--- src/rtl/keypad_event_encoder.sv ---
// Turns keypad scanner level outputs into one key-code event per press plus timed
// auto-repeat events, buffered in a first-word-fall-through FIFO with valid/ready.
module keypad_event_encoder #(
  parameter bit          REPEAT_EN    = 1'b1,
  parameter int unsigned REPEAT_DELAY = 6000000,
  parameter int unsigned REPEAT_RATE  = 1200000,
  parameter int unsigned FIFO_DEPTH   = 4
) (
  input  logic       clk,
  input  logic       reset,
  input  logic       key_pressed,
  input  logic [3:0] col_in,
  input  logic [3:0] row_in,
  output logic [3:0] key_code,
  output logic       key_valid,
  input  logic       key_ready,
  output logic       overflow,
  output logic       multi_key
);

  localparam int unsigned AW         = (FIFO_DEPTH > 1) ? $clog2(FIFO_DEPTH) : 1;
  localparam logic [23:0] DELAY_LAST = 24'(REPEAT_DELAY - 1);
  localparam logic [23:0] RATE_LAST  = 24'(REPEAT_RATE - 1);
  localparam logic [AW:0] FULL_CNT   = (AW + 1)'(FIFO_DEPTH);

  typedef enum logic [1:0] {IDLE = 2'd0, DELAY = 2'd1, REPEAT = 2'd2, LOCK = 2'd3} state_e;

  function automatic logic is_onehot4(input logic [3:0] v);
    return (v != 4'd0) && ((v & (v - 4'd1)) == 4'd0);
  endfunction

  function automatic logic [1:0] idx4(input logic [3:0] v);
    logic [1:0] idx;
    case (v)
      4'b0010: idx = 2'd1;
      4'b0100: idx = 2'd2;
      4'b1000: idx = 2'd3;
      default: idx = 2'd0;
    endcase
    return idx;
  endfunction

  state_e            state_q, state_d;
  logic              kp_q;
  logic [23:0]       timer_q, timer_d;
  logic [3:0]        code_q, code_d;
  logic              multi_key_q, multi_key_d;
  logic              overflow_q, overflow_d;
  logic [3:0]        key_code_q, key_code_d;
  logic              key_valid_q, key_valid_d;
  logic [AW-1:0]     rd_ptr_q, rd_ptr_d, wr_ptr_q, wr_ptr_d;
  logic [AW:0]       count_q, count_d;
  logic [3:0]        mem_q [FIFO_DEPTH];

  logic              rise_s, decode_ok_s, push_s, pop_s, full_s, wr_en_s;
  logic [3:0]        decode_s, push_code_s;

  assign rise_s      = key_pressed & ~kp_q;
  assign decode_ok_s = is_onehot4(row_in) & is_onehot4(col_in);
  // 4*row_idx + col_idx is just the two indices concatenated
  assign decode_s    = {idx4(row_in), idx4(col_in)};

  // FSM next state
  always_comb begin
    state_d = state_q;
    case (state_q)
      IDLE: begin
        if (rise_s) begin
          state_d = (decode_ok_s && REPEAT_EN) ? DELAY : LOCK;
        end else begin
          state_d = IDLE;
        end
      end
      DELAY: begin
        if (!key_pressed)              state_d = IDLE;
        else if (timer_q == DELAY_LAST) state_d = REPEAT;
        else                           state_d = DELAY;
      end
      REPEAT: begin
        if (!key_pressed) state_d = IDLE;
        else              state_d = REPEAT;
      end
      LOCK: begin
        if (!key_pressed) state_d = IDLE;
        else              state_d = LOCK;
      end
      default: state_d = IDLE;
    endcase
  end

  // FSM outputs: event pushes, repeat timer, captured code, reject pulse
  always_comb begin
    push_s      = 1'b0;
    push_code_s = code_q;
    timer_d     = timer_q;
    code_d      = code_q;
    multi_key_d = 1'b0;
    case (state_q)
      IDLE: begin
        timer_d = 24'd0;
        if (rise_s && decode_ok_s) begin
          push_s      = 1'b1;
          push_code_s = decode_s;
          code_d      = decode_s;
        end else if (rise_s) begin
          multi_key_d = 1'b1;
        end else begin
          multi_key_d = 1'b0;
        end
      end
      DELAY: begin
        // release wins over a coinciding repeat push
        if (!key_pressed) begin
          timer_d = 24'd0;
        end else if (timer_q == DELAY_LAST) begin
          push_s  = 1'b1;
          timer_d = 24'd0;
        end else begin
          timer_d = timer_q + 24'd1;
        end
      end
      REPEAT: begin
        if (!key_pressed) begin
          timer_d = 24'd0;
        end else if (timer_q == RATE_LAST) begin
          push_s  = 1'b1;
          timer_d = 24'd0;
        end else begin
          timer_d = timer_q + 24'd1;
        end
      end
      LOCK:    timer_d = 24'd0;
      default: timer_d = 24'd0;
    endcase
  end

  // FIFO pointers, occupancy, sticky overflow and registered head
  always_comb begin
    pop_s      = key_valid_q & key_ready;
    full_s     = (count_q == FULL_CNT);
    wr_en_s    = push_s & (~full_s | pop_s);
    overflow_d = overflow_q | (push_s & full_s & ~pop_s);
    rd_ptr_d   = pop_s   ? rd_ptr_q + AW'(1) : rd_ptr_q;
    wr_ptr_d   = wr_en_s ? wr_ptr_q + AW'(1) : wr_ptr_q;
    case ({wr_en_s, pop_s})
      2'b10:   count_d = count_q + (AW + 1)'(1);
      2'b01:   count_d = count_q - (AW + 1)'(1);
      default: count_d = count_q;
    endcase
    key_valid_d = (count_d != (AW + 1)'(0));
    // the new head may be the entry being written this cycle
    if (count_d == (AW + 1)'(0)) begin
      key_code_d = 4'd0;
    end else if (wr_en_s && (wr_ptr_q == rd_ptr_d)) begin
      key_code_d = push_code_s;
    end else begin
      key_code_d = mem_q[rd_ptr_d];
    end
  end

  // state and datapath registers
  always_ff @(posedge clk or posedge reset) begin
    if (reset) begin
      state_q     <= IDLE;
      kp_q        <= 1'b0;
      timer_q     <= 24'd0;
      code_q      <= 4'd0;
      multi_key_q <= 1'b0;
      overflow_q  <= 1'b0;
      key_code_q  <= 4'd0;
      key_valid_q <= 1'b0;
      rd_ptr_q    <= '0;
      wr_ptr_q    <= '0;
      count_q     <= '0;
      for (int i = 0; i < FIFO_DEPTH; i++) mem_q[i] <= 4'd0;
    end else begin
      state_q     <= state_d;
      kp_q        <= key_pressed;
      timer_q     <= timer_d;
      code_q      <= code_d;
      multi_key_q <= multi_key_d;
      overflow_q  <= overflow_d;
      key_code_q  <= key_code_d;
      key_valid_q <= key_valid_d;
      rd_ptr_q    <= rd_ptr_d;
      wr_ptr_q    <= wr_ptr_d;
      count_q     <= count_d;
      if (wr_en_s) mem_q[wr_ptr_q] <= push_code_s;
    end
  end

  assign key_code  = key_code_q;
  assign key_valid = key_valid_q;
  assign overflow  = overflow_q;
  assign multi_key = multi_key_q;

endmodule
--- config.mk ---
export PLATFORM = sky130hd
export DESIGN_NAME = keypad_event_encoder
export DESIGN_NICKNAME = d
export VERILOG_FILES = /design/src/rtl/keypad_event_encoder.sv
export SDC_FILE = /design/constraint.sdc
export NUM_CORES = 1
export LEC_CHECK = 0
export CAP_MARGIN = 25
export CELL_PAD_IN_SITES_DETAIL_PLACEMENT = 1
export CELL_PAD_IN_SITES_GLOBAL_PLACEMENT = 1
export CORE_AREA = 2 2 103 105
export DETAILED_ROUTE_END_ITERATION = 10
export DIE_AREA = 0 0 105 107
export PLACE_DENSITY = 0.63
export SLEW_MARGIN = 10
export SYNTH_ARGS = -nofsm -noshare
export SYNTH_HDL_FRONTEND = slang
export SYNTH_SLANG_ARGS = --single-unit
--- constraint.sdc ---
create_clock -name clk -period 3.9 [get_ports clk]
set_input_delay 1.17 -clock clk [delete_from_list [all_inputs] [get_ports clk]]
set_output_delay 1.17 -clock clk [all_outputs]
set_load 0.1 [all_outputs]
==> ds_physical_params.txt, run 1 <==
Summary of implementation characteristics

Parameter                              Value

Run status
  Outcome .................. finished, final reports clean

Routing
  DRC errors left .................. 0
  Vias/cell .................. a little under 5
  Detailed Route Iter0 Violations .................. about 62
  Routed wire length per instance .................. roughly 15 microns
  Wire length after detailed routing .................. between 7000 and 8000 microns

Synth
  Post-synth ARST share .................. 100%
  Simple logic cell fraction of the synthesized area .................. just under 20%
  Average size of a mapped cell .................. between 10 and 15 sq um
  Area share, top type .................. a little under half
  Synth Net Count .................. between 300 and 400
  Cell area after synthesis .................. between 3000 and 4000 sq um
  Yosys top cell by instances .................. dfrtp_1
  Synth area leaders .................. dfrtp_1 47%, xnor2_1 6.1%, mux2_2 5.5%
  Chip area in the Yosys report .................. 3280 sq um
  Area fraction in full adders, half adders and majority gates .................. under 10%
  Top cell types by occurrence after synthesis .................. 61 x dfrtp_1, 31 x nor2_1, 23 x xnor2_1
  Number of distinct library cell variants in the gate-level netlist after synthesis .................. between 40 and 50
  Synth Instances .................. 300
  Xor and xnor fraction of the mapped netlist area .................. under 10%

Run
  Reported max-cap violation count .................. 0
  Tool Warnings .................. 34

Critical path
  Crit path to .................. key_code[2]$_DFF_PP0_
  Number of cells on the worst reg-to-reg path .................. 14
  Worst Setup End Kind .................. flop
  Worst setup path class .................. in2reg
  Critical Path Slowest Stage Cell .................. or4_4

Power and ir drop
  Power per cell area .................. approximately 450 nW/um^2
  Power dissipated in sequential cells .................. ~0.75 mW
  Leading power group .................. sequential cells
  Net Sw Power .................. 0.658 mW
  Static power due to leakage .................. ~1.7 nW
  Internal Dissipation .................. roughly 1.1 mW
  Switching share of total power .................. a little under two fifths
  Power in the clock group .................. between 0.4 and 0.5 mW
  Power in combinational cells .................. ~0.56 mW
  Post-layout power .................. between 1.5 and 2 mW

CTS
  TritonCTS clock tree .................. done
  CTS HTree Levels .................. 3
  CTS buffer count .................. 9
  Number of clock sinks .................. ~61

Finish
  Non-filler instance count after layout .................. slightly below 500
  Most flop-heavy register .................. timer_q
  Fraction of layout instances using a drive strength above 1 .................. between 20% and 30%
  Layout fillers .................. between 1,000 and 1,500

STA
  Maximum clock frequency .................. approximately 260 MHz
  Least setup slack across all paths after layout .................. about 0.07 ns
  Total count of max-transition violations in the final report .................. 0
  Min Tclk post-route .................. around 3.8 ns

Die
  IO Pins .................. 19
  Die ar. .................. between 10,000 and 15,000 sq um
  Initial Util .................. ~33%

Global route
  Remaining global-route overflow .................. 0

Placed design
  Last weighted congestion value of the routability-driven placer .................. 0.737
  Port Buffer Count .................. 18

Min path
  Min-delay src .................. timer_q[0]$_DFF_PP0_
  Type of the most critical hold path .................. reg2reg
==> run 1: worst max-delay path, delay by kind of cell <==
family	cells	cell delay, ns
AND-OR/OR-AND	1	0.06
adder cells (fa/ha/maj)	2	0.72
buffers and inverters	2	0.47
multiplexers	1	0.07
AND/OR/NAND/NOR	8	1.58
==> run 1: layout make-up <==
cell class              count  area, sq um  area share, %
multi-input cells         222         1760           43.9
well taps                 136          170           4.26
repair buffers             37          324           8.10
inverters                  15         56.3           1.41
clock inverters             7         42.5           1.06
clock buffers               9          124           3.10
flip-flops and latches     61         1530           38.2
==> run 1: layer usage <==
layer  global-route usage, %  part of all wire (%)  vias up
met1                    16.1                    43     1199
li1                        -                     -     1151
met5                       0                     0        -
met3                    4.19                   2.4       10
met4                    6.00                   1.8        0
met2                    25.4                    53       12
Fig. 1: run 1, PDN straps and rails
Bar = 20 microns. Pins as bars on the die edge. Tap cells in grey.
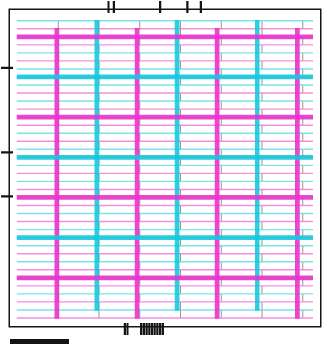
Cyan shows VDD. Magenta shows VSS.
The core has 37 rows. 19 signal pins sit on the boundary. 7 straps on met4. 7 straps on met5. 38 met1 rails follow the rows.
vertical die size: 107 microns
die width: 105 microns
core area: 10,100 sq um
Peak VDD IR: 219 uV

Fig. 2: run 1, placed cells, one colour a class
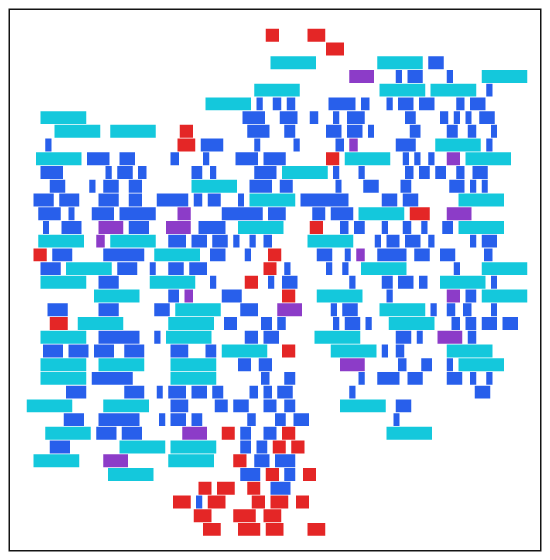
Red shows remaining buffers and delay cells, cells 37. Blue shows combinational and other logic, cells 237. Purple shows clock drivers and dummy loads, cells 16. Cyan shows sequential cells, cells 61.
Final Util: 39.6%
final instance area: 4000 sq um
row cnt: 37
Seq/total area: 38.2%

Fig. 3: run 1, clock distribution
Bar = 20 microns.
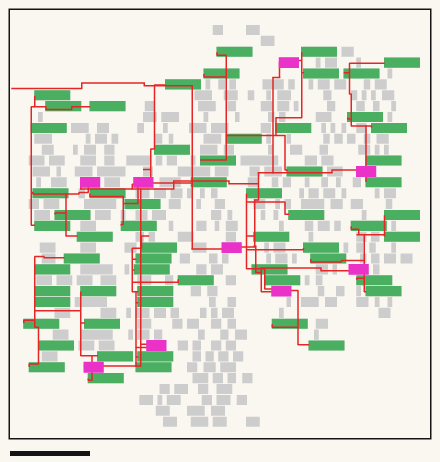
Green shows flip-flops, count 61. Magenta shows clock drivers, count 9. Red shows clock wires, length 903 microns.
Position of the flops: all over the die.
worst clock skew: 0.0101 ns
Late-Pin Clk Latency: 0.36 ns
clock power share: 27.1%

## Run 2: what changed since run 1
--- a/config.mk
+++ b/config.mk
@@ -8,10 +8,11 @@
 export CAP_MARGIN = 25
 export CELL_PAD_IN_SITES_DETAIL_PLACEMENT = 1
 export CELL_PAD_IN_SITES_GLOBAL_PLACEMENT = 1
-export CORE_AREA = 2 2 103 105
+export CORE_AREA = 8 8 109 111
 export DETAILED_ROUTE_END_ITERATION = 10
-export DIE_AREA = 0 0 105 107
+export DIE_AREA = 0 0 117 119
 export PLACE_DENSITY = 0.63
+export REMOVE_ABC_BUFFERS = 1
 export SLEW_MARGIN = 10
 export SYNTH_ARGS = -nofsm -noshare
 export SYNTH_HDL_FRONTEND = slang
Fig. 4: run 2, clock wiring as the flow saved it
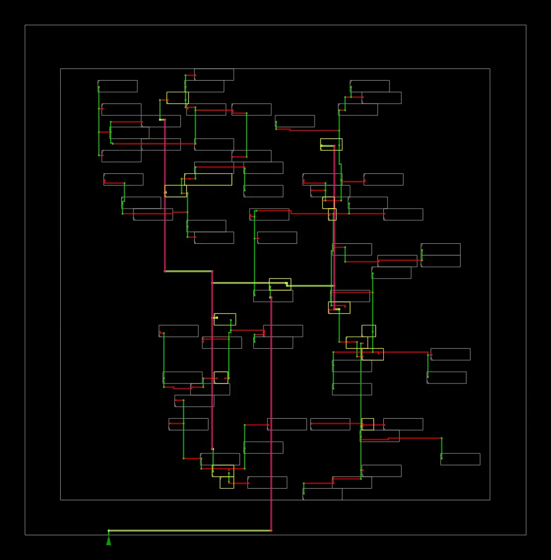
Late-Pin Clk Latency: 0.35 ns
number of clock sinks: 61
registers: 61
CTS buffer count: 9

==> run 2 against run 1 <==
Against the previous run:
- sequential share of layout area decreased by 0.69 points
- fmax fell by 0.34%
- register-to-register slack got worse by 0.03 ns
- routed wire length grew 7.0%
- critical endpoint is now key_code[3]$_DFF_PP0_
==> ds_physical_params.txt, run 2 <==
Summary of implementation characteristics

Parameter                              Value

Synth
  Chip area in the Yosys report .................. 3280 sq um (unchanged)
  # Cells Yosys .................. about 300
  Yosys top cell by instances .................. dfrtp_1
  Flip-flop cell with the highest count after synthesis .................. dfrtp_1
  Area share, top type .................. 46.5% (unchanged)
  Average size of a mapped cell .................. 10.9 sq um (unchanged)
  Number of distinct library cell variants in the gate-level netlist after synthesis .................. 49 (unchanged)
  Top cell types by occurrence after synthesis .................. 61 x dfrtp_1, 31 x nor2_1, 23 x xnor2_1
  Synth area leaders .................. dfrtp_1 47%, xnor2_1 6.1%, mux2_2 5.5%
  Cell area after synthesis .................. 3280 sq um (unchanged)
  Synth Instances .................. 300 (unchanged)
  Number of synthesized flops with an enable pin .................. 0
  Largest area contributor in the synthesized netlist .................. dfrtp_1
  Warnings, synthesis .................. 0

Critical path
  Worst Setup End Kind .................. flop
  Number of cells on the worst reg-to-reg path .................. 14 (unchanged)
  Worst setup path class .................. in2reg
  Crit path to .................. key_code[3]$_DFF_PP0_
  Cell class contributing the biggest share of worst-path delay .................. simple AND/OR/NAND/NOR gates
  Critical Path Slowest Stage Cell .................. or4_4
  Count of buffer and inverter cells on the critical path .................. 2 (unchanged)
  Cell count along the critical path .................. 14 (unchanged)

Routing
  DRC errors left .................. 0 (unchanged)
  Met2 Wirelength .................. 3630 microns (-5.4%)
  Max layer used .................. met4
  Met1 Wirelength .................. 3820 microns (+22%)
  Vias/cell .................. 5.00 (+2.6%)
  Wire length after detailed routing .................. 7780 microns (+7.0%)
  Detailed Route Iter0 Violations .................. 96 (+55%)
  Routed wire length per instance .................. 15.8 microns (+5.9%)
  Met3 layer wire length in the routed design .................. 163 microns (-5.8%)

CTS
  TritonCTS clock tree .................. done
  CTS HTree Levels .................. 3 (unchanged)
  Worst-case clock buffer depth .................. 2

Power and ir drop
  Power dissipated in sequential cells .................. 0.749 mW (about the same)
  Peak VDD IR .................. 176 uV (-20%)
  Post-layout power .................. 1.92 mW (+7.1%)
  Internal Dissipation .................. 1.23 mW (+8.7%)
  Switching share of total power .................. 35.8% (-0.92 points)
  Power in combinational cells .................. 0.602 mW (+7.7%)
  Net Sw Power .................. 0.687 mW (+4.5%)
  Leading power group .................. sequential cells

Run
  Tool Warnings .................. 33 (-2.9%)
  Reported max-cap violation count .................. 0 (unchanged)

Global route
  Global routing usage on met2 .................. 18.0% (-7.4 points)
  Remaining global-route overflow .................. 0 (unchanged)
  Met1 track demand over resource .................. 16.1% (+0.060 points)
  GRT met3 Usage .................. 2.22% (-2.0 points)
  Busiest layer in global routing .................. met2
  GR Util All Layers .................. roughly 12%

Run status
  Outcome .................. finished, final reports clean

STA
  Count of final setup violators .................. 0
  Min Tclk post-route .................. 3.84 ns (+0.0129 ns)
  Least setup slack across all paths after layout .................. 0.0579 ns (-0.0129 ns)
  Maximum clock frequency .................. 260 MHz (-0.34%)
  Total count of max-transition violations in the final report .................. 0 (unchanged)

Finish
  Fraction of layout instances using a drive strength above 1 .................. 27.0% (+1.6 points)
  Flop area .................. 1530 sq um (unchanged)
  Non-filler instance count after layout .................. 492 (+1.0%)
  Final instance area .................. 4070 sq um (+1.8%)
  Most flop-heavy register .................. timer_q
  Layout fillers .................. 1,169 (+1.9%)
  Final Util .................. 40.4% (+0.73 points)
  Multi-input gate area .................. 1760 sq um (about the same)

Min path
  Min-delay src .................. timer_q[0]$_DFF_PP0_
  Type of the most critical hold path .................. reg2reg
  Hold endpoint .................. timer_q[0]$_DFF_PP0_

Die
  Die width .................. 117 microns (+11%)
  Vertical die size .................. 119 microns (+11%)
  Die ar. .................. 13,900 sq um (+24%)
  Initial Util .................. 32.5% (unchanged)
  IO Pins .................. 19 (unchanged)
  Row cnt .................. 37 (unchanged)
  Core area .................. 10,100 sq um (unchanged)

Placed design
  Last weighted congestion value of the routability-driven placer .................. 0.760 (+3.2%)
run 2: cell counts after synthesis:
Identical to the previous run, type by type.
run 2: cell type report:
cell class	count	area share, %
multi-input cells	222	43.1
flip-flops and latches	61	37.5
repair buffers	42	8.91
well taps	136	4.18
clock buffers	9	3.04
clock inverters	7	1.87
inverters	15	1.38
run 2: cell families after synthesis:
group	after synthesis	share of synthesized area (%)
AND/OR/NAND/NOR	118	19.4
flip-flops	61	46.5
AND-OR/OR-AND	33	8.46
XOR/XNOR	32	8.54
multiplexers	25	9.80
buffers and inverters	18	2.13
adder cells (fa/ha/maj)	13	5.18
run 2: repair_timing:
item                                    CTS  global route
endpoints found under the setup margin    4             4
gates resized                             7            15
pin swaps                                 2             7
setup buffers                             1             2
gates cloned                              1             0
## Run 3: what changed since run 2
--- a/config.mk
+++ b/config.mk
@@ -8,10 +8,10 @@
 export CAP_MARGIN = 25
 export CELL_PAD_IN_SITES_DETAIL_PLACEMENT = 1
 export CELL_PAD_IN_SITES_GLOBAL_PLACEMENT = 1
-export CORE_AREA = 8 8 109 111
+export CORE_AREA = 2 2 86 88
 export DETAILED_ROUTE_END_ITERATION = 10
-export DIE_AREA = 0 0 117 119
-export PLACE_DENSITY = 0.63
+export DIE_AREA = 0 0 88 90
+export PLACE_DENSITY = 0.83
 export REMOVE_ABC_BUFFERS = 1
 export SLEW_MARGIN = 10
 export SYNTH_ARGS = -nofsm -noshare
Fig. 5: run 3, PDN straps and rails
Bar = 20 microns. Pins as bars on the die edge. Tap cells in grey.
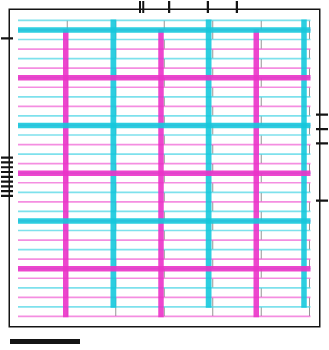
Magenta shows VSS. Cyan shows VDD.
32 met1 rails follow the rows. The core has 31 rows.
core area: 7020 sq um
Peak VDD IR: 291 uV

==> run 3 against run 2 <==
Against the previous run:
- sequential power rose by 0.7%
- total power grew 4.9%
- worst hold slack got worse by 0.024 ns
- critical endpoint is now key_code[1]$_DFF_PP0_
- cell count shrank 7.3%
- fmax is 0.50% higher
==> ds_physical_params.txt, run 3 <==
Summary of implementation characteristics

Parameter                              Value

Run status
  Outcome .................. finished, final reports clean

CTS
  Late-Pin Clk Latency .................. 0.35 ns (about the same)
  Number of clock sinks .................. 61 (unchanged)
  Count of cells resized by post-cts repair .................. 15 (+8)
  Worst-case clock buffer depth .................. 2 (unchanged)
  CTS HTree Levels .................. 3 (unchanged)
  CTS buffer count .................. 9 (unchanged)
  Post-CTS setup buffer count .................. 2 (+1)
  TritonCTS clock tree .................. done

Synth
  Cell area after synthesis .................. 3280 sq um (unchanged)
  Number of distinct library cell variants in the gate-level netlist after synthesis .................. 49 (unchanged)
  Largest area contributor in the synthesized netlist .................. dfrtp_1
  Top cell types by occurrence after synthesis .................. 61 x dfrtp_1, 31 x nor2_1, 23 x xnor2_1
  Flip-flop cell with the highest count after synthesis .................. dfrtp_1
  Chip area in the Yosys report .................. 3280 sq um (unchanged)
  Warnings, synthesis .................. 0 (unchanged)
  # Cells Yosys .................. 300 (unchanged)
  Xor and xnor fraction of the mapped netlist area .................. 8.54% (unchanged)
  AND-OR/OR-AND Cells, Area Fraction .................. 8.46% (unchanged)
  Synth Instances .................. 300 (unchanged)
  Area fraction in mux cells .................. 9.80% (unchanged)
  Largest non-sequential cell family by area .................. simple AND/OR/NAND/NOR gates
  Number of synthesized flops with an enable pin .................. 0 (unchanged)
  Average size of a mapped cell .................. 10.9 sq um (unchanged)
  Synth area leaders .................. dfrtp_1 47%, xnor2_1 6.1%, mux2_2 5.5%
  Yosys top cell by instances .................. dfrtp_1
  Area fraction in full adders, half adders and majority gates .................. 5.18% (unchanged)
  Area share, top type .................. 46.5% (unchanged)
  Simple logic cell fraction of the synthesized area .................. 19.4% (unchanged)

Global route
  Global routing usage on met2 .................. 38.1% (+20 points)
  Largest net degree at the start of global routing .................. 37
  Busiest layer in global routing .................. met2
  Met1 track demand over resource .................. 31.3% (+15 points)
  GR Util All Layers .................. 23.6% (+11 points)
  Remaining global-route overflow .................. 0 (unchanged)
  GRT met3 Usage .................. 5.14% (+2.9 points)

Min path
  Min-delay src .................. overflow$_DFF_PP0_
  Hold endpoint .................. overflow$_DFF_PP0_
  Type of the most critical hold path .................. reg2reg

Routing
  Detailed Route Iter0 Violations .................. 101 (+5.2%)
  Met3 layer wire length in the routed design .................. 228 microns (+40%)
  Met1 Wirelength .................. 3780 microns (-1.0%)
  DRC errors left .................. 0 (unchanged)
  Met2 Wirelength .................. 4350 microns (+20%)
  Wire length after detailed routing .................. 8480 microns (+9.0%)
  Vias/cell .................. 5.49 (+9.9%)
  Routed wire length per instance .................. 18.6 microns (+18%)
  Max layer used .................. met4

Die
  Die width .................. 88 microns (-25%)
  Vertical die size .................. 90 microns (-24%)
  Die ar. .................. 7920 sq um (-43%)
  Initial Util .................. 46.7% (+14 points)
  IO Pins .................. 19 (unchanged)
  Row cnt .................. 31 (-16%)

Finish
  Final Util .................. 58.3% (+18 points)
  Non-filler instance count after layout .................. 456 (-7.3%)
  Final instance area .................. 4090 sq um (+0.46%)
  Most frequent logic cells in the routed design .................. 61 x dfrtp_1, 31 x nor2_1, 25 x buf_4
  Fraction of layout instances using a drive strength above 1 .................. 26.9% (-0.076 points)
  Most flop-heavy register .................. timer_q

STA
  Count of final setup violators .................. 0 (unchanged)
  Final Hold Vio Count .................. 0
  Maximum clock frequency .................. 262 MHz (+0.50%)
  Worst clock skew .................. between 0.01 and 0.015 ns
  Worst slew pin tran .................. 1.01 ns
  Total negative slack for setup checks .................. 0 ns
  Total count of max-transition violations in the final report .................. 0 (unchanged)
  Min Tclk post-route .................. 3.82 ns (-0.0190 ns)
  Relative slew margins .................. about a third
  Least setup slack across all paths after layout .................. 0.0769 ns (+0.0190 ns)

Run
  Tool Warnings .................. 33 (unchanged)
  Reported max-cap violation count .................. 0 (unchanged)

Placed design
  Last weighted congestion value of the routability-driven placer .................. 0.818 (+7.6%)
  Port Buffer Count .................. 18
  HPWL Detailed .................. 5690 microns

Power and ir drop
  Post-layout power .................. 2.01 mW (+4.9%)
  Power per cell area .................. 492 nW/um^2

Critical path
  Cell class contributing the biggest share of worst-path delay .................. simple AND/OR/NAND/NOR gates
  Critical Path Slowest Stage Cell .................. clkdlybuf4s50_1
  Highest cell delay on the worst timing path .................. ~0.43 ns
  Number of cells on the worst reg-to-reg path .................. 14 (unchanged)
  Cell count along the critical path .................. 14 (unchanged)
  Crit path to .................. key_code[1]$_DFF_PP0_
  Worst Setup End Kind .................. flop
  Arr. time, crit path .................. 4.09 ns
  Count of buffer and inverter cells on the critical path .................. 2 (unchanged)
  R2R Path End .................. key_code[3]$_DFF_PP0_
  Worst setup path class .................. in2reg
==> run 3: cell counts after synthesis <==
No cell type changed its count.
==> run 3: cell type report <==
cell class              count  area (sq um)
inverters                  15          56.3
flip-flops and latches     61          1530
fillers                   770          2930
clock buffers               9           124
multi-input cells         222          1780
clock inverters             7          98.8
well taps                  99           124
repair buffers             43           380
==> run 3: logic make-up (layout without fill, tap and decap cells) <==
family | count (synthesis) | in the layout
xor gates and xnor gates | 32 | 32
DFF | 61 | 61
muxes | 25 | 25
AOI/OAI and AO/OA | 33 | 33
buffers and inverters | 18 | 74
adders and majority gates | 13 | 13
and+or+nand+nor | 118 | 119
==> run 3: power by group <==
group	switching (mW)	internal (mW)	total [mW]
logic	0.372	0.245	0.617
registers	0.0648	0.689	0.754
clock network	0.279	0.363	0.642
Power figures rest on the tool's default switching activity, not on a simulated workload.
